`src/rtl/game_pkg.sv`:
```
// Shared types and widths for the basketball game-flow controller.
package game_pkg;

   localparam int unsigned MIN_W  = 4;
   localparam int unsigned SEC_W  = 6;
   localparam int unsigned SHOT_W = 5;
   localparam int unsigned PER_W  = 3;
   localparam int unsigned TOT_W  = 10;

   localparam logic [SEC_W-1:0] SEC_MAX = 6'd59;

   typedef enum logic [2:0] {
      StIdle      = 3'd0,
      StRun       = 3'd1,
      StPause     = 3'd2,
      StShotViol  = 3'd3,
      StPeriodEnd = 3'd4,
      StGameOver  = 3'd5
   } game_state_t;

   function automatic logic [TOT_W-1:0] mmss_total(input logic [MIN_W-1:0] m,
                                                   input logic [SEC_W-1:0] s);
      return TOT_W'(m) * TOT_W'(60) + TOT_W'(s);
   endfunction

endpackage

```
`src/rtl/mmss_down_counter.sv`:
```
// mm:ss down counter for the game clock; stops at 0:00, reloads to load_min:00.
module mmss_down_counter
   import game_pkg::*;
(
   input  logic             clk,
   input  logic             rst,
   input  logic             load,
   input  logic [MIN_W-1:0] load_min,
   input  logic             en,
   input  logic             dec,
   output logic [MIN_W-1:0] min,
   output logic [SEC_W-1:0] sec,
   output logic             zero
);

   logic [MIN_W-1:0] min_q, min_d;
   logic [SEC_W-1:0] sec_q, sec_d;
   logic             at_zero;

   assign at_zero = (min_q == '0) && (sec_q == '0);

   always_comb begin
      min_d = min_q;
      sec_d = sec_q;
      if (load) begin
         min_d = load_min;
         sec_d = '0;
      end else if (en && dec && !at_zero) begin
         if (sec_q == '0) begin
            sec_d = SEC_MAX;
            min_d = min_q - MIN_W'(1);
         end else begin
            sec_d = sec_q - SEC_W'(1);
         end
      end
   end

   always_ff @(posedge clk) begin
      if (rst) begin
         min_q <= load_min;
         sec_q <= '0;
      end else begin
         min_q <= min_d;
         sec_q <= sec_d;
      end
   end

   assign min  = min_q;
   assign sec  = sec_q;
   // High in the cycle whose decrement lands on 0:00.
   assign zero = en && dec && !load && (min_q == '0) && (sec_q == SEC_W'(1));

endmodule

```
`src/rtl/game_ctrl.sv`:
```
// Game-flow controller: periods, mm:ss game clock, shot clock and buzzer windows.
module game_ctrl
   import game_pkg::*;
#(
   parameter int unsigned PERIOD_MIN  = 10,
   parameter int unsigned SHOT_SEC    = 24,
   parameter int unsigned NUM_PERIODS = 4,
   parameter int unsigned BUZZ_TICKS  = 2
) (
   input  logic              clk,
   input  logic              rst,
   input  logic              tick_1hz,
   input  logic              start_stop,
   input  logic              score_evt,
   input  logic              poss_a,
   input  logic              poss_b,
   output logic [MIN_W-1:0]  game_min,
   output logic [SEC_W-1:0]  game_sec,
   output logic [SHOT_W-1:0] shot_clock,
   output logic              shot_blank,
   output logic [PER_W-1:0]  period,
   output logic              running,
   output logic              buzzer,
   output logic [2:0]        state
);

   localparam int unsigned BUZZ_W = $clog2(BUZZ_TICKS + 1);
   localparam logic [SHOT_W-1:0] SHOT_RELOAD = SHOT_W'(SHOT_SEC);
   localparam logic [MIN_W-1:0]  MIN_RELOAD  = MIN_W'(PERIOD_MIN);
   localparam logic [PER_W-1:0]  PER_LAST    = PER_W'(NUM_PERIODS);
   localparam logic [BUZZ_W-1:0] BUZZ_LOAD   = BUZZ_W'(BUZZ_TICKS);

   game_state_t       state_q, state_d;
   logic [SHOT_W-1:0] shot_q, shot_d, shot_dec;
   logic [PER_W-1:0]  period_q, period_d;
   logic [BUZZ_W-1:0] buzz_q, buzz_d;
   logic [1:0]        poss_q;
   logic              running_q, buzzer_q, blank_q;
   logic              gc_en, gc_load, gc_zero, reload;
   logic [TOT_W-1:0]  gtot_q, gtot_d;

   assign gc_en    = (state_q == StRun);
   assign reload   = score_evt || (poss_q != {poss_b, poss_a});
   assign shot_dec = (shot_q != '0) ? shot_q - SHOT_W'(1) : '0;

   mmss_down_counter u_game_clk (
      .clk      (clk),
      .rst      (rst),
      .load     (gc_load),
      .load_min (MIN_RELOAD),
      .en       (gc_en),
      .dec      (tick_1hz),
      .min      (game_min),
      .sec      (game_sec),
      .zero     (gc_zero)
   );

   always_comb begin
      state_d  = state_q;
      shot_d   = shot_q;
      period_d = period_q;
      buzz_d   = buzz_q;
      gc_load  = 1'b0;
      case (state_q)
         StIdle: if (start_stop) state_d = StRun;
         StRun: begin
            // Expiry outranks start_stop and reload; game expiry outranks shot.
            if (tick_1hz && gc_zero) begin
               state_d = StPeriodEnd;
               buzz_d  = BUZZ_LOAD;
               shot_d  = shot_dec;
            end else if (tick_1hz && shot_q <= SHOT_W'(1)) begin
               state_d = StShotViol;
               buzz_d  = BUZZ_LOAD;
               shot_d  = '0;
            end else begin
               if (start_stop) state_d = StPause;
               if (reload) shot_d = SHOT_RELOAD;
               else if (tick_1hz) shot_d = shot_dec;
            end
         end
         StPause: begin
            if (start_stop) state_d = StRun;
            if (reload) shot_d = SHOT_RELOAD;
         end
         StShotViol: begin
            if (tick_1hz) begin
               buzz_d = buzz_q - BUZZ_W'(1);
               if (buzz_q <= BUZZ_W'(1)) begin
                  shot_d  = SHOT_RELOAD;
                  state_d = StPause;
               end
            end
         end
         StPeriodEnd: begin
            if (tick_1hz) begin
               buzz_d = buzz_q - BUZZ_W'(1);
               if (buzz_q <= BUZZ_W'(1)) begin
                  if (period_q == PER_LAST) begin
                     state_d = StGameOver;
                  end else begin
                     period_d = period_q + PER_W'(1);
                     gc_load  = 1'b1;
                     shot_d   = SHOT_RELOAD;
                     state_d  = StPause;
                  end
               end
            end
         end
         StGameOver: ;
         default: state_d = StIdle;
      endcase
   end

   // Next-state game total mirrors the counter so shot_blank lines up with it.
   assign gtot_q = mmss_total(game_min, game_sec);

   always_comb begin
      gtot_d = gtot_q;
      if (gc_load) gtot_d = mmss_total(MIN_RELOAD, '0);
      else if (gc_en && tick_1hz && gtot_q != '0) gtot_d = gtot_q - TOT_W'(1);
   end

   always_ff @(posedge clk) begin
      if (rst) begin
         state_q   <= StIdle;
         shot_q    <= SHOT_RELOAD;
         period_q  <= PER_W'(1);
         buzz_q    <= '0;
         poss_q    <= {poss_b, poss_a};
         running_q <= 1'b0;
         buzzer_q  <= 1'b0;
         blank_q   <= 1'b0;
      end else begin
         state_q   <= state_d;
         shot_q    <= shot_d;
         period_q  <= period_d;
         buzz_q    <= buzz_d;
         poss_q    <= {poss_b, poss_a};
         running_q <= (state_d == StRun);
         buzzer_q  <= (state_d == StShotViol) || (state_d == StPeriodEnd);
         blank_q   <= gtot_d < TOT_W'(shot_d);
      end
   end

   assign shot_clock = shot_q;
   assign shot_blank = blank_q;
   assign period     = period_q;
   assign running    = running_q;
   assign buzzer     = buzzer_q;
   assign state      = state_q;

endmodule
```
`config.mk`:
```
export PLATFORM = sky130hd
export DESIGN_NAME = game_ctrl
export DESIGN_NICKNAME = d
export VERILOG_FILES = /design/src/rtl/game_pkg.sv /design/src/rtl/mmss_down_counter.sv /design/src/rtl/game_ctrl.sv
export SDC_FILE = /design/constraint.sdc
export NUM_CORES = 1
export LEC_CHECK = 0
export ABC_CLOCK_PERIOD_IN_PS = 16950
export CORE_ASPECT_RATIO = 0.5
export CORE_MARGIN = 2
export CORE_UTILIZATION = 50
export DETAILED_ROUTE_END_ITERATION = 6
export PLACE_DENSITY = 0.84
export SYNTH_ARGS = -nofsm -noshare
export SYNTH_HDL_FRONTEND = slang
export SYNTH_SLANG_ARGS = --single-unit
```
`constraint.sdc`:
```
create_clock -name clk -period 16.95 [get_ports clk]
set_clock_uncertainty 0.05 [all_clocks]
set_input_delay 5.085 -clock clk [delete_from_list [all_inputs] [get_ports clk]]
set_output_delay 5.085 -clock clk [all_outputs]
set_load 0.1 [all_outputs]
```
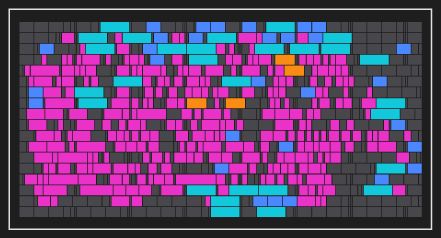
*Cell classes on the final placement*
Scale: 4 px per um. Fill, decap, tap and diode cells in grey.
combinational and other logic: drawn in magenta, cells 289. clock drivers and dummy loads: drawn in orange, cells 4. flops: drawn in cyan, cells 28. other buffers and delay cells: drawn in blue, cells 30.
Core Box Area: 4930 sq um
cell area after layout: 2970 sq um
Seq/total area: 18.9%
Util after Layout: 60.2%
num rows: 18

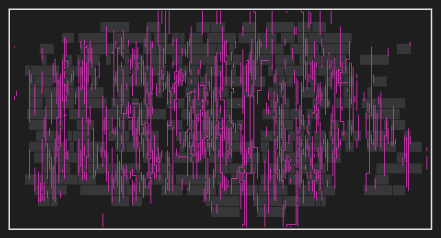
*M2 wires*
Scale: 4 px per um.
The longest straight run is 29.2 um. The layer carries 2,820 um of wire. The wires run mostly vertical. 339 nets have wire on it.

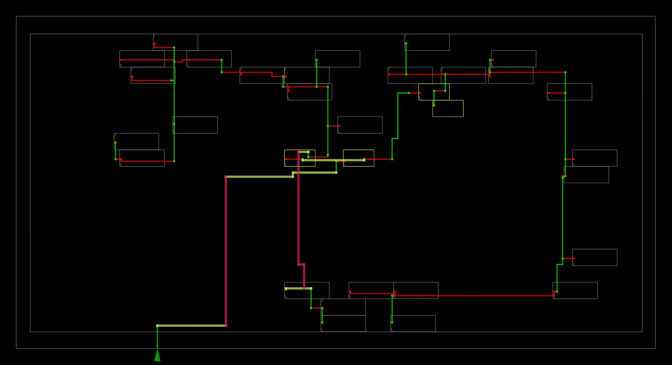
*Clock routing*
clk latency late pin: 280 ps
registers: 28
clock buffers: 4
clk pwr: 0.0418 mW

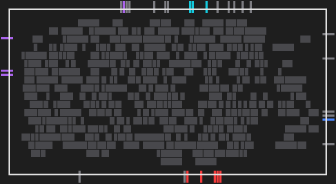
*Ports around the boundary*
Scale: 3 px per um. Pins as bars across the die edge, other pins in grey.
period: drawn in cyan, pins 3, direction output, edge north. shot_clock: drawn in red, pins 5, direction output, edge south. poss_a: drawn in blue, pins 1, direction input, edge east. game_min: drawn in purple, pins 4, direction output, edge 3 west, 1 north.
All pins by edge: 15 north, 7 south, 6 east, 3 west.

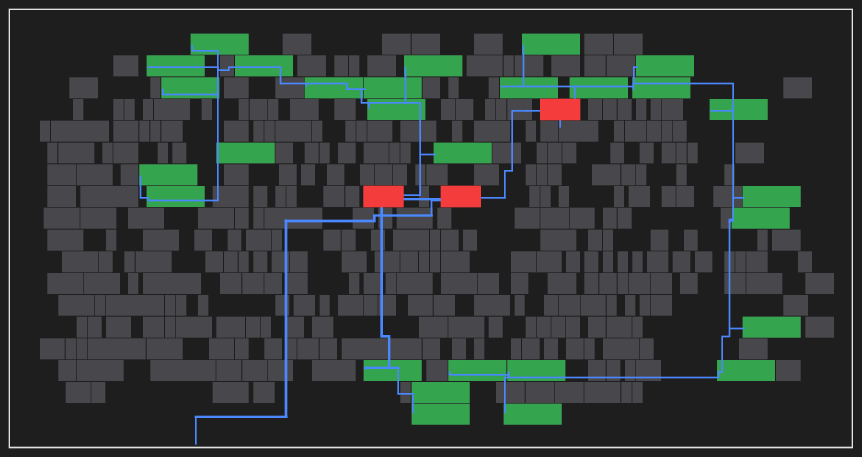
*Routed clock nets over the placement*
Scale: 8 px per um.
flip-flops: drawn in green, count 28. clock wires: drawn in blue, length 366 um. clock drivers: drawn in red, count 3.
There are 4 routed clock nets.
clock share of power: 19.5%

-- area by class of cell --
cell class | count | area, sq um | area share [%]
clock buffer | 4 | 55.1 | 1.85
inverter | 29 | 109 | 3.67
multi-input combinational | 260 | 1860 | 62.5
sequential | 28 | 561 | 18.9
tap | 70 | 87.6 | 2.95
timing repair buffer | 30 | 300 | 10.1
-- where the power goes --
group / switching, mW / internal, mW / total [mW]
logic: 0.0625 / 0.0364 / 0.0989
registers: 0.00488 / 0.0686 / 0.0735
clock network: 0.0210 / 0.0208 / 0.0418
-- state kept, by name, summed over array words and instances (netlist names) --
signal / flops
poss_q: 2
state: 3
buzz_q: 2
running: 1
u_game_clk.sec: 6
u_game_clk.min: 4
shot_blank: 1
period: 3
shot_clock: 5
buzzer: 1
-- logic make-up after synthesis --
| group | synth area share, % |
|---|---|
| compound gates | 22.6 |
| xor+xnor | 6.99 |
| fa+ha+maj | 19.4 |
| buf+inv | 5.62 |
| flops | 21.9 |
| mux | 1.37 |
| simple gates | 22.1 |
-- through the flow --
stage               cell area [sq um]  cells  setup WS, ps  utilization (%)
detailed placement               2910    417          8340             59.1
global route                     2970    421          8300             60.2
floorplan                        2560    324          9170                -
global placement                 2910    417          8320             59.1
CTS                              2970    421          8610             60.2
finish                           2970    421          8570             60.2
-- layout by cell type, fill, tap and decap left out, types with 3 or more instances in the layout --
cell,synthesis,routed
o22ai_1,3,3
nor3_1,10,10
a21oi_1,20,20
ha_1,30,30
xor2_1,5,5
nor4_1,3,3
o21a_1,4,4
a31o_2,3,3
clkbuf_8,0,4
clkdlybuf4s50_1,0,30
a21o_1,7,7
inv_1,29,29
dfxtp_1,28,28
nand2b_1,8,8
xnor2_1,11,11
a31oi_1,6,6
nand3_1,7,7
or3_1,5,5
nor2_1,42,42
o21ai_0,19,19
a211oi_1,6,6
a21boi_0,3,3
fa_1,6,6
nand2_1,23,23
nor2b_1,5,5
-- critical path, cell delays in order --
cell and delay (ps):
clkdlybuf4s50_1 660, and4bb_2 290, nand3_1 280, a21o_1 310, o21ai_0 330, a21oi_1 150
ha_1 220, a21o_1 150, a21o_1 160, a2111oi_0 420, nand3_1 180, a2111oi_4 270
-- per-layer routing --
layer	up-vias	track usage, %
li1	1195	-
met1	1136	26.2
met2	59	41.4
met3	8	2.86
met4	0	7.11
met5	-	0
-- worst max path at each step --
stage,end
3_3_place_gp,shot_blank
6_report,shot_blank
2_1_floorplan,shot_blank
4_1_cts,shot_blank
3_5_place_dp,shot_blank
5_1_grt,shot_blank
==> impl_metrics.yaml <==
# generated from flow reports
hold_path:
  hp-class: "register to register"
  holdPathEnd: "period[1]"
timing:
  finalClockPeriodUsage_pct: 49.4
  clock.fmax_mhz: 119
  fin_hold_ws_ps: 448
  slew_headroom_pct: 33.5
  setup_viol: 0
  hold_violations: 0
  worst_slew_pin_slew_ps: 994
  rsz0062_at_grt: "no"
  drv_slew: 0
drt:
  wl_mm: 5.86
  top_layer: "met4"
  num_vias: 2398
  wl_met1_mm: 2.75
  routedWlPerCell_um: 13.9
  drtAntennaViolNets: 0
logic_synthesis:
  ys.flop_type: "dfxtp_1"
  top_area_cell: "dfxtp_1"
  area_leaders: "dfxtp_1 22%, ha_1 15%, nor2_1 6.2%"
  top_cell: "nor2_1"
  async_flop_share_pct: 0
  ys_seq_share_pct: 21.9
  syn_area_per_cell_sq_um: 7.90
  synthTopCellsByCount: "42 x nor2_1, 30 x ha_1, 29 x inv_1"
  synth-edff-count: 0
  synthCells: 324
  synth.net_count: 367
power_and_ir_drop:
  p_total_mw: 0.214
  p_leak_nw: 1.24
placement:
  hpwl_mm: 4.67
  portBuffers: 30
  gp_congestion: 0.913
clocking:
  clk_path_buf_depth: 2
  h-tree-depth: 1
  holdBufCountCts: 0
  post_cts_resize_count: 0
finish:
  nets: 395
  antenna_cells: 0
status:
  status: "complete, no violations"
critical_path:
  r2r_cells: 20
  critPathKind: "primary input to register"
  cp_max_fo: 10
job:
  drv_cap: 0
grt:
  grt.total_usage_pct: 21.6
  grt-ovfl-total: 0
  antenna_found_initial: 0
Power is estimated from default activity; no workload was simulated.
